$ cat src/rtl/gp_writeback_arbiter.sv
// gp_writeback_arbiter
//   Arbitrates the single write port of the 32x32 general-purpose register
//   file between the execute result (req0) and the load result (req1). It
//   also keeps a busy scoreboard of destination registers with an
//   outstanding write, so decode can stall on read-after-write hazards.
//
// Ports
//   clk, rst_n                 rising-edge clock, async active-low reset
//   req0_valid/idx/data/ready  execute-stage result, ready = granted now
//   req1_valid/idx/data/ready  memory-stage result, ready = granted now
//   reserve_valid/idx          decode marks a destination register busy
//   check_idx_1/2, hazard_1/2  decode source lookup, hazard = busy
//   write_idx/data/enable      registered register-file write port
module gp_writeback_arbiter #(
  parameter int ROUND_ROBIN = 1,
  parameter int XLEN        = 32
) (
  input  logic            clk,
  input  logic            rst_n,
  input  logic            req0_valid,
  input  logic [4:0]      req0_idx,
  input  logic [XLEN-1:0] req0_data,
  output logic            req0_ready,
  input  logic            req1_valid,
  input  logic [4:0]      req1_idx,
  input  logic [XLEN-1:0] req1_data,
  output logic            req1_ready,
  input  logic            reserve_valid,
  input  logic [4:0]      reserve_idx,
  input  logic [4:0]      check_idx_1,
  input  logic [4:0]      check_idx_2,
  output logic            hazard_1,
  output logic            hazard_2,
  output logic [4:0]      write_idx,
  output logic [XLEN-1:0] write_data,
  output logic            write_enable
);

  // One-hot decode of a register index into a scoreboard mask.
  function automatic logic [31:0] idx_mask(input logic [4:0] idx);
    idx_mask = 32'd1 << idx;
  endfunction

  logic        grant0_s;
  logic        grant1_s;
  logic        last_r;      // 1 = req1 received the most recent grant
  logic [31:0] busy_r;
  logic [31:0] set_mask_s;
  logic [31:0] clr_mask_s;

  // Grant selection: a lone requester always wins; on contention either
  // alternate against the last winner or give req0 fixed priority.
  always_comb begin
    grant0_s = 1'b0;
    grant1_s = 1'b0;
    if (req0_valid && req1_valid) begin
      if (ROUND_ROBIN != 0) begin
        if (last_r) begin
          grant0_s = 1'b1;
        end else begin
          grant1_s = 1'b1;
        end
      end else begin
        grant0_s = 1'b1;
      end
    end else if (req0_valid) begin
      grant0_s = 1'b1;
    end else if (req1_valid) begin
      grant1_s = 1'b1;
    end else begin
      grant0_s = 1'b0;
      grant1_s = 1'b0;
    end
  end

  assign req0_ready = grant0_s;
  assign req1_ready = grant1_s;

  // Round-robin pointer, moves only when somebody is granted.
  always_ff @(posedge clk or negedge rst_n) begin
    if (!rst_n) begin
      last_r <= 1'b1;
    end else if (grant0_s || grant1_s) begin
      last_r <= grant1_s;
    end else begin
      last_r <= last_r;
    end
  end

  // Registered write port; index and data hold when nothing is granted.
  always_ff @(posedge clk or negedge rst_n) begin
    if (!rst_n) begin
      write_enable <= 1'b0;
      write_idx    <= 5'd0;
      write_data   <= {XLEN{1'b0}};
    end else if (grant0_s) begin
      write_enable <= 1'b1;
      write_idx    <= req0_idx;
      write_data   <= req0_data;
    end else if (grant1_s) begin
      write_enable <= 1'b1;
      write_idx    <= req1_idx;
      write_data   <= req1_data;
    end else begin
      write_enable <= 1'b0;
      write_idx    <= write_idx;
      write_data   <= write_data;
    end
  end

  // Scoreboard set/clear masks; x0 is never marked busy.
  always_comb begin
    set_mask_s = 32'd0;
    clr_mask_s = 32'd0;
    if (reserve_valid && (reserve_idx != 5'd0)) begin
      set_mask_s = idx_mask(reserve_idx);
    end else begin
      set_mask_s = 32'd0;
    end
    if (write_enable) begin
      clr_mask_s = idx_mask(write_idx);
    end else begin
      clr_mask_s = 32'd0;
    end
  end

  // Busy bits: the clear lands on the commit edge, and a reservation on
  // that same edge wins because it belongs to a newer producer.
  always_ff @(posedge clk or negedge rst_n) begin
    if (!rst_n) begin
      busy_r <= 32'd0;
    end else begin
      busy_r <= (busy_r & ~clr_mask_s) | set_mask_s;
    end
  end

  // No bypass from the output stage: a committing register stays
  // hazardous until the cycle after its write_enable.
  assign hazard_1 = busy_r[check_idx_1] & (check_idx_1 != 5'd0);
  assign hazard_2 = busy_r[check_idx_2] & (check_idx_2 != 5'd0);

endmodule

$ cat config.mk
export PLATFORM = sky130hd
export DESIGN_NAME = gp_writeback_arbiter
export DESIGN_NICKNAME = d
export VERILOG_FILES = /design/src/rtl/gp_writeback_arbiter.sv
export SDC_FILE = /design/constraint.sdc
export NUM_CORES = 1
export LEC_CHECK = 0
export CAP_MARGIN = 0
export CORE_MARGIN = 10
export CORE_UTILIZATION = 40
export DETAILED_ROUTE_END_ITERATION = 12
export DONT_BUFFER_PORTS = 1
export HOLD_SLACK_MARGIN = 0.02
export PLACE_DENSITY_LB_ADDON = 0.2
export SETUP_SLACK_MARGIN = 0.15
export SLEW_MARGIN = 20
export SYNTH_ARGS = -nofsm -noshare
export SYNTH_HDL_FRONTEND = slang
export SYNTH_SLANG_ARGS = --single-unit
$ cat constraint.sdc
create_clock -name clk -period 1.45 [get_ports clk]
set_clock_uncertainty 0.05 [all_clocks]
set_input_delay 0.145 -clock clk [delete_from_list [all_inputs] [get_ports clk]]
set_output_delay 0.145 -clock clk [all_outputs]
set_load 0.01 [all_outputs]
Layout detail:
Bar = 10 µm. Region (67, 9) to (107, 49) µm. Cells in gray, sequential cells in the stronger gray; small squares are vias.
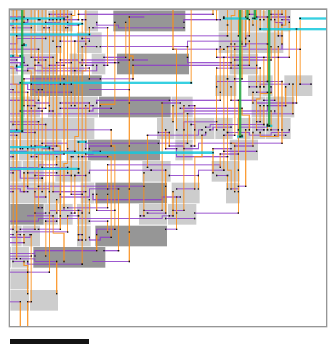
cyan -> met3
purple -> met1
orange -> met2
green -> met4
sequential cells in the window = 8
most frequent = mux2i_1 (11), dfrtp_1 (8), o21ai_0 (7)
cells with their middle in the window = 76
netlist names of flops here include = busy_r (8)

Logic cells by family:
Bar = 20 µm.
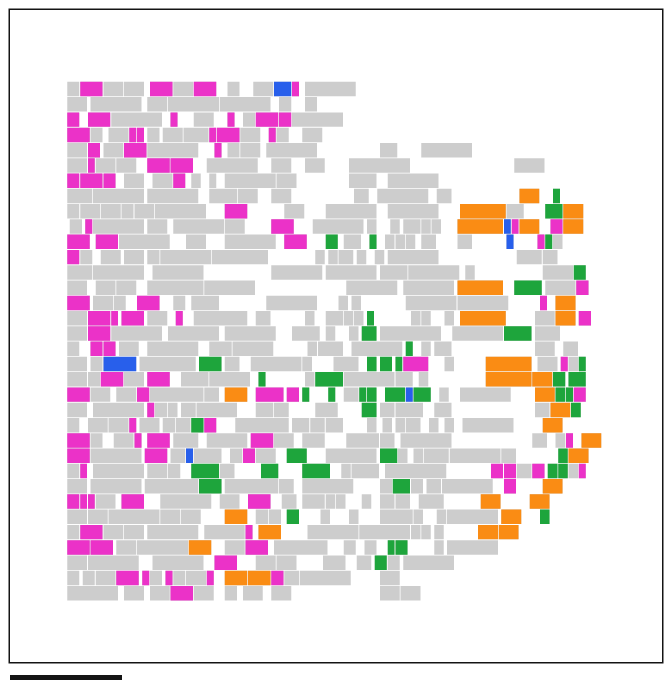
magenta -> NOR gates  # cells 91, where all over the die
green -> NAND gates  # cells 46
orange -> multiplexers  # cells 30
blue -> inverters  # cells 6

Routing congestion map:
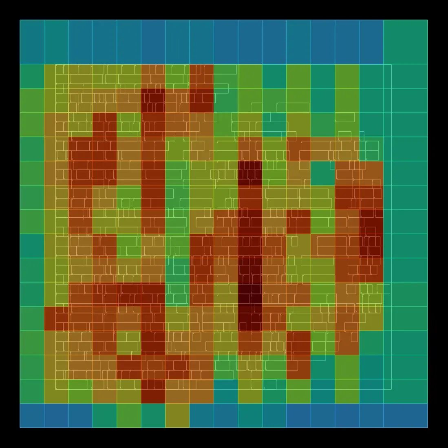
met1 GRT Util: 0.2460
gr busiest metal: met2
WL/cell: 25.49 µm

-- timing repair --
action                                  in CTS  in global routing
pin swaps                                   32                 27
endpoints found under the setup margin      21                 69
cloned                                       2                  4
resized                                     55                116
buffers inserted                            11                  3
endpoints found under the hold margin      132                 70
-- layout by cell type, fill, tap and decap left out, types with 5 or more instances in the layout --
cell type / count
buf_12: 5
buf_4: 21
clkbuf_8: 9
dfrtp_1: 64
dfrtp_2: 5
diode_2: 5
dlygate4sd3_1: 81
mux2_2: 6
mux2i_1: 18
mux4_2: 6
nand2_1: 13
nand2b_1: 5
nand2b_4: 5
nand3_1: 8
nor2_1: 28
nor2_2: 14
nor2_4: 38
nor2b_1: 9
o21ai_0: 25
o21ai_1: 24
o21ai_2: 5
o22ai_1: 33
==> deck_impl_summary.md <==
Synthesis and Place & Route Summary

Final timing
  – Fmax: 538.7 MHz
  – Final setup viols: 3
  – Final worst slack: -0.4063 ns
  – Final TNS setup: -0.8516 ns
  – Hold Vio Cnt, Final: 70
  – Worst hold slack: -0.5713 ns

Synthesis
  – Sequential share of the synthesized area: 0.4748
  – Ys flop type: dfrtp_1
  – Synth Area per Inst: 9.419 µm²
  – Xor+xnor area frac: 0
  – Chip area in the Yosys report: 3692 µm²
  – Ys async rst share: 1.000

Finish
  – Clock network area share: 0.04146
  – Antenna Cells: 5
  – Inverter count: 6
  – Clock buffers: 10
  – Max reg flops: 32
  – Layout area overhead: 56.12%

Power and ir drop
  – P_seq: 3.16 mW
  – VDD IR-drop max: 595.4 µV
  – Flop pwr share: 0.430
  – Leakage: 2.225 nW
  – Switch Pwr: 2.444 mW
  – Combinational group power: 2.28 mW

Outcome
  – Failing checks: hold timing, setup timing
  – Status: complete, but fails checks

Setup path
  – Delay-heaviest family, CP: multiplexers
  – Setup crit start kind: flop

Floorplanning
  – Tap cell count: 108
  – I/O pin cnt: 136
  – Die width: 116.1 µm
  – Die Y: 116.1 µm

Route
  – Metal-1 WL: 5.480 mm
  – Antenna violation net count after detailed routing: 0
  – Detail Route met3 WL: 1.827 mm

Placed design
  – Final Wtd Congestion: 0.9022

Global route
  – Met3 usage: 0.08372
No activity file was given, so power comes from the tool's default toggle rates.
